Design uart_tx_serializer, sky130hd; sources not shown.
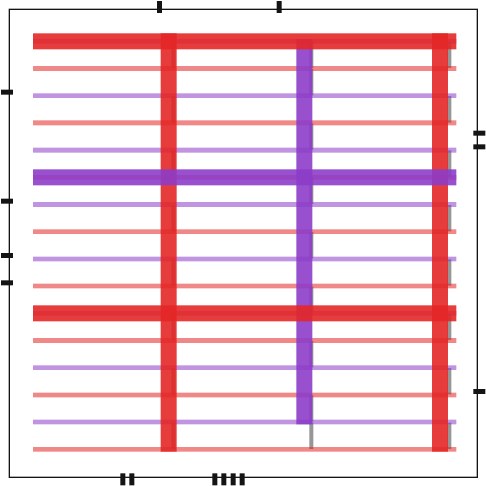
Figure 1: run 1, PDN straps and rails.
(10 px per µm) Pins as bars on the die edge. Tap cells in gray.
Red shows VSS. Purple shows VDD.
The core has 15 rows. 15 signal pins sit on the boundary.
peak supply drop: 441 µV
area of the core region: 1730 µm²
Die X-Extent: 46.7 µm

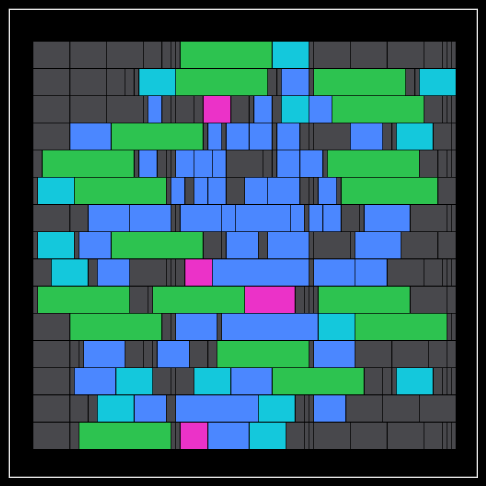
Figure 2: run 1, placement by cell class.
(10 px per µm) Fill, decap, tap and diode cells in gray.
Magenta shows clock drivers and dummy loads, cells 4, share of their area 3.4%. Blue shows combinational and other logic, cells 50, share of their area 41%. Cyan shows remaining buffers and delay cells, cells 15, share of their area 14%. Green shows sequential cells, cells 18, share of their area 42%.
flip-flop and latch share of the layout cell area: 0.406
post-layout utilization of the core: 0.644
# rows: 15

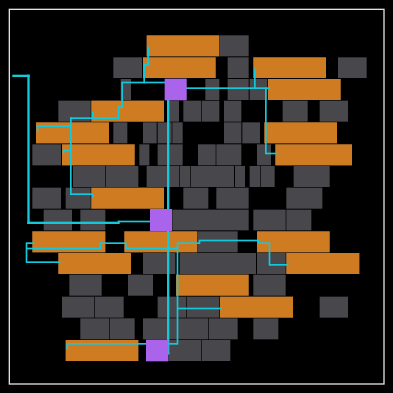
Figure 3: run 1, routed clock nets over the placement.
(8 px per µm)
Cyan shows clock wires, length 215 µm. Purple shows clock drivers, count 3. Orange shows flip-flops, count 18.
There are 4 routed clock nets.
clk_lat worst skew: 300 ps
clock network power consumption: 0.139 mW
power share of the clock group: 0.154

==> reports/highlights.md, run 1 <==
• status: complete, no violations
• initial cell density of the core: 0.527
• GRT Resource Usage Total: 0.172
• hold crit path type: reg -> reg
• CTS tree: done
• average wire per cell in the routed design: 13.2 µm
• Switching Power: 0.283 mW
• number of cells in the yosys synthesis report: 70
• max FFs per register: 8
• element type at the critical path start: register
• CTS Root Buffer Type: clkbuf_4
• Gate power share: 0.386
• number of cells produced by synthesis: 70
• sequential element share of the synthesized area: 0.497
• number of buffers added for setup after CTS: 0
• class of the most critical setup path: reg -> out
• Complex Gates by Area: 0.0702
• post-placement setup slack: 848 ps
• DP Area: 1080 µm²
• Period minus WS final: 2130 ps
• via count of the first global-routing pass: 598
• group with the largest share of power: sequential cells
• Remaining DRCs: 0
• number of endpoints with negative hold slack in the final report: 0
• clk_skew: 5.15 ps
• average cell area after synthesis: 13.0 µm²
• number of library cell types mapped by synthesis: 26
• family of cells with the greatest summed delay on the critical path: flip-flops
• highest-count cells in the layout ignoring fill and taps: dfrtp_1, clkdlybuf4s50_1, mux2_1
• combinational gate power: 0.347 mW
• DR vias/cell: 5.29
• number of tap instances: 25
• area of the synthesized netlist per yosys stat: 910 µm²
• Final setup violation count: 0
• worst hold margin: 502 ps
• capturing element type of the critical path: output pin
• power per cell area: 807 nW/µm²
• number of inserted diodes: 0
• Clock buffer cells: 4
• most frequent logic cell in the layout: dfrtp_1
• sum of routed wire length over all layers: 1480 µm
• fraction of area in non-clock buffers: 0.133
• via count: 592
• adder share: 0.0275
• Synth Net Count: 85
• combinational share of cell area: 0.390
• Non-clk invs: 3
• Num CTS Buffers: 3
• placer's final routability congestion estimate: 0.704
• relative slew slack: 0.491
• number of warnings issued by yosys: 0
• cell type of the slowest stage on the worst timing path: dfstp_2
• upper clock frequency limit: 0.470 GHz
• share of total power in sequential cells: 0.459
• WP data arrival: 1310 ps
• Sinks on Clock Net: 18
• share of layout cells above drive strength 1: 0.138
• half-perimeter wire length after placement: 1150 µm
• largest area contributor in the netlist: dfrtp_1
• simple logic cell fraction of the synthesized area: 0.0908
• combined flip-flop and latch cell area: 452 µm²
• I/O Pins: 15
• FILL cells: 144
• maximum number of pins on one net before global-route repair: 19
• Cell area leaders: dfrtp_1, mux2_1, mux2_2
• unrepaired setup endpoints after global routing: no
• setup slack of the worst register-to-register path: 1550 ps
• die footprint: 2180 µm²
• largest cell class by area: flip-flops and latches
• largest incremental delay on the critical path: 530 ps
• portion of the layout cell area used by clock cells: 0.0326
• Worst-Margin Slew: 762 ps
• total of buffers placed on input and output ports: 14
• setup slack of the critical path after layout: 1130 ps
• wire length of the first global-routing pass: 2470 µm
• post-layout period usage of the worst path: 0.652
• clock buffer depth: 2
• internal power summed over all cells: 0.615 mW
• leakage power summed over all cells: 0.469 nW
• hold-critical path depth: 1
• Sw Share: 0.315
• number of nets in the layout: 103
• number of iterations in the first detailed-routing pass: 3
• flip-flop and latch count after synthesis: 18
• #MultiIn Comb: 47
• combined buffer and inverter count along the critical path: 1
• initial antenna violation count: 0
• Non-Filler Instances: 112
• data required time at the worst endpoint: 2440 ps
• Syn Std Cell Area: 910 µm²
• Finished Cell Area: 1110 µm²
• instance count after placement with tap cells included: 108
• critical path depth: 1
• Antenna Violating Nets Remaining: 0
• critical path fanouts, max: 1
• number of buffers inserted for hold repair after clock tree synthesis: 0
• Max Slew Vio Count: 0
• number of OpenROAD warnings: 26
• buffers outside the clock class: 15
• Multiplexer share: 0.206
• Multi-input gate area: 434 µm²
• sequential cell count: 18
• area growth from synthesis to layout: 22.3%
• parity-gate share of the synthesized area counting xor and xnor cells: 0.0825
• DRC marker count from the first detailed-route iteration: 5
• max_cap viols: 0
• number of levels the H-tree was split into: 1
• Post-CTS Resized: 0
• power drawn by the sequential cells: 0.412 mW
• number of cells traversed by the worst register-to-register path: 5
==> run 1: cells in the mapped netlist <==
library cell / instances
nor3b_1: 1
dfrtp_1: 17
xor2_1: 1
buf_4: 1
mux2_2: 5
xnor3_1: 1
nor2b_1: 3
nand2b_1: 1
mux4_1: 2
nand4b_1: 1
nor2_1: 3
xnor2_1: 5
o221ai_2: 1
mux2_1: 7
ha_1: 2
a22o_1: 2
inv_1: 3
or3_1: 2
buf_2: 1
nor3_1: 2
a31oi_1: 1
dfstp_2: 1
o21ai_0: 3
a21oi_1: 1
nand2_1: 2
o21ai_1: 1
==> run 1: metal layers <==
layer / track usage / part of all wire
met1: 0.206 / 0.49
met2: 0.275 / 0.46
met3: 0.0235 / 0.018
met4: 0.133 / 0.034
met5: 0 / 0
Figure 4. Metal layers overlaid (run 1).
(10 px per µm)
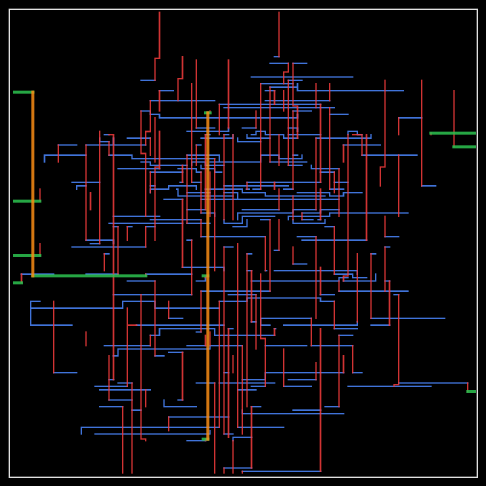

==> inputs of run 2 (changes only) <==
Clock period 3.26 ns to 2.09 ns, I/O delays scaled along.
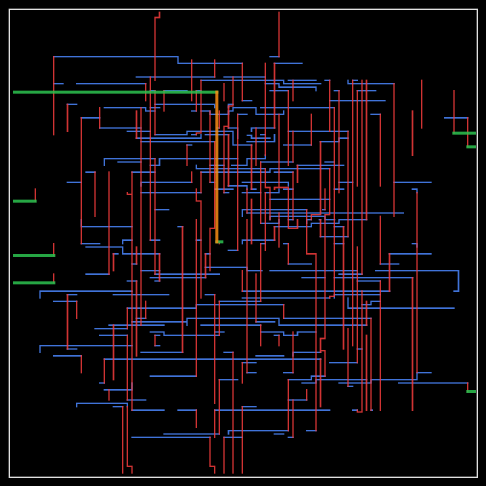
Figure 5: run 2, metal layers overlaid.
(10 px per µm)
Red shows metal 2, wire length 835 µm. Blue shows metal 1, wire length 715 µm. Green shows metal 3, wire length 33.8 µm. Orange shows metal 4, wire length 15.0 µm.
average wire per cell in the routed design: 14.1 µm
GRT Resource Usage Total: 0.190

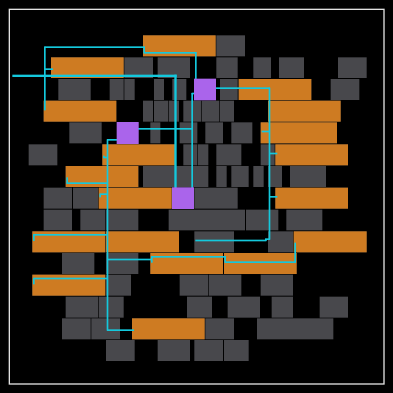
Figure 6: run 2, routed clock nets over the placement.
(8 px per µm)
Cyan shows clock wires, length 216 µm. Purple shows clock drivers, count 3. Orange shows flip-flops, count 18.
There are 4 routed clock nets.
power share of the clock group: 0.151
clk_lat worst skew: 290 ps
clk_skew: 8.23 ps

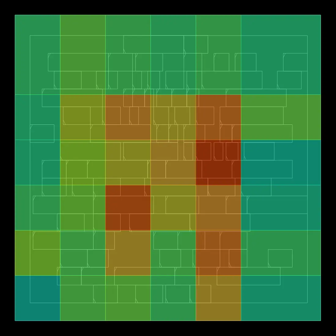
Figure 7: run 2, congestion heat map.
met3 routing resource usage after global routing: 0.0471
post-layout utilization of the core: 0.649
routing layer with the top usage in global route: met2

==> reports/highlights.md, run 2 <==
• status: complete, no violations
• DRC marker count from the first detailed-route iteration: 2, -3
• wire length of the first global-routing pass: 2780 µm, +13%
• area of the core region: 1730 µm², unchanged
• Vert. Die Dim: 46.7 µm
• share of layout cells above drive strength 1: 0.148, +0.00980
• hold crit path type: in -> async
• via count of the first global-routing pass: 610, +2.0%
• Non-Filler Instances: 113, +0.89%
• worst hold margin: 461 ps, -40.5 ps
• I/O Pins: 15, unchanged
• flip-flop and latch count after synthesis: 18, unchanged
• number of endpoints with negative hold slack in the final report: 0, unchanged
• unrepaired setup endpoints after global routing: no
• via count: 595, +0.51%
• half-perimeter wire length after placement: 1300 µm, +13%
• number of enable-type register cells in the synthesized netlist: 0, unchanged
• instance count after placement with tap cells included: 109, +0.93%
• class of the most critical setup path: reg -> out
• peak supply drop: 665 µV, +51%
• power per cell area: 1260 nW/µm², +56%
• max_cap viols: 0, unchanged
• combined buffer and inverter count along the critical path: 1, unchanged
• Multi-input gate area: 434 µm², unchanged
• WP data arrival: 1290 ps, -20 ps
• critical path depth: 1, unchanged
• combined flip-flop and latch cell area: 452 µm², unchanged
• number of cells in the yosys synthesis report: 70, unchanged
• Clock transition at path regs: 110 ps
• average cell area after synthesis: 13.0 µm², unchanged
• sum of routed wire length over all layers: 1600 µm, +7.8%
• Max Slew Vio Count: 0, unchanged
• adder share: 0.0275, unchanged
• most repeated cell in the gate-level netlist after synthesis: dfrtp_1
• cell type of the slowest stage on the worst timing path: dfstp_2
• max FFs per register: 8, unchanged
• parity-gate share of the synthesized area counting xor and xnor cells: 0.0825, unchanged
• largest incremental delay on the critical path: 530 ps, about the same
• DR vias/cell: 5.27, -0.38%
• post-layout period usage of the worst path: 0.869
• share of flip-flops with an asynchronous set or reset: 1.00, unchanged
• area of the synthesized netlist per yosys stat: 910 µm², unchanged
• number of cells traversed by the worst register-to-register path: 5, unchanged
• simple logic cell fraction of the synthesized area: 0.0908, unchanged
• Complex Gates by Area: 0.0702, unchanged
• DP Area: 1080 µm², +0.70%
• placer's final routability congestion estimate: 0.712, +1.2%
• number of OpenROAD warnings: 26, unchanged
• CTS tree: done
• post-placement setup slack: -34.1 ps, -882 ps
• Sinks on Clock Net: 18, unchanged
• Syn Std Cell Area: 910 µm², unchanged
• most frequent logic cell in the layout: dfrtp_1
• maximum number of pins on one net before global-route repair: 13, -6
• total chip power: 1.41 mW
• Post-synth top flop: dfrtp_1
• number of library cell types mapped by synthesis: 26, unchanged
• number of levels the H-tree was split into: 1, unchanged
• Final setup violation count: 0, unchanged
• setup slack of the critical path after layout: 274 ps, -861 ps
• relative slew slack: 0.799, +0.309
• clock buffer depth: 2, unchanged
• number of nets in the layout: 104, +0.97%
• CTS Root Buffer Type: clkbuf_4
• number of buffers inserted for hold repair after clock tree synthesis: 0, unchanged
• leakage power summed over all cells: 0.474 nW, +1.0%
• highest-count cells in the layout ignoring fill and taps: dfrtp_1, clkdlybuf4s50_1, mux2_1
• global route total overflow: 0
• die footprint: 2180 µm², unchanged
• # rows: 15, unchanged
• total of buffers placed on input and output ports: 14, unchanged
• family of cells with the greatest summed delay on the critical path: flip-flops
• number of cells produced by synthesis: 70, unchanged
• Remaining DRCs: 0, unchanged
• Synth Net Count: 85, unchanged
• number of warnings issued by yosys: 0, unchanged
• number of iterations in the first detailed-routing pass: 3, unchanged
• number of buffers added for setup after CTS: 0, unchanged
• largest area contributor in the netlist: dfrtp_1
• aggregate negative setup slack: 0 ps
• data required time at the worst endpoint: 1570 ps, -870 ps
• Cell area leaders: dfrtp_1, mux2_1, mux2_2
• Post-CTS Resized: 0, unchanged
• Multiplexer share: 0.206, unchanged
• initial antenna violation count: 0, unchanged
• Num CTS Buffers: 3, unchanged
• most common library cells after synthesis: dfrtp_1, mux2_1, mux2_2, xnor2_1
• upper clock frequency limit: 0.551 GHz
• Antenna Violating Nets Remaining: 0, unchanged
• initial cell density of the core: 0.527, unchanged
• capturing element type of the critical path: output pin
• number of inserted diodes: 0, unchanged
• FILL cells: 149, +3.5%
• Cell Chain, Critical Path: clkdlybuf4s50_1
• Worst-Margin Slew: 301 ps, -461 ps
• Period minus WS final: 1820 ps
• critical path fanouts, max: 1, unchanged
• area growth from synthesis to layout: 23.1%
• top cell type's share of synthesized area: 0.468
• Die X-Extent: 46.7 µm, unchanged
• sequential element share of the synthesized area: 0.497, unchanged
• Finished Cell Area: 1120 µm², +0.67%
• element type at the critical path start: register
• setup slack of the worst register-to-register path: 340 ps, -1210 ps
==> run 2: cell counts after synthesis <==
No cell type changed its count.
==> run 2: final cells by class <==
type | instances | share of cell area
clock buffer | 4 | 0.0324
tap | 25 | 0.0279
multi-input combinational | 47 | 0.388
sequential | 18 | 0.403
timing repair buffer | 16 | 0.139
inverter | 3 | 0.0101
==> run 2: layer usage <==
| metal | track usage | share of wire |
|---|---|---|
| met3 | 0.0471 | 0.021 |
| met4 | 0.0667 | 0.0088 |
| met2 | 0.328 | 0.52 |
| met5 | 0 | 0 |
| met1 | 0.229 | 0.45 |
==> run 2: report_power, final <==
part	internal (mW)	switching (mW)	total (mW)
Combinational	0.340	0.214	0.554
Sequential	0.516	0.129	0.645
Clock	0.106	0.107	0.213
Total	0.961	0.450	1.41
Power and IR drop assume default switching activity.
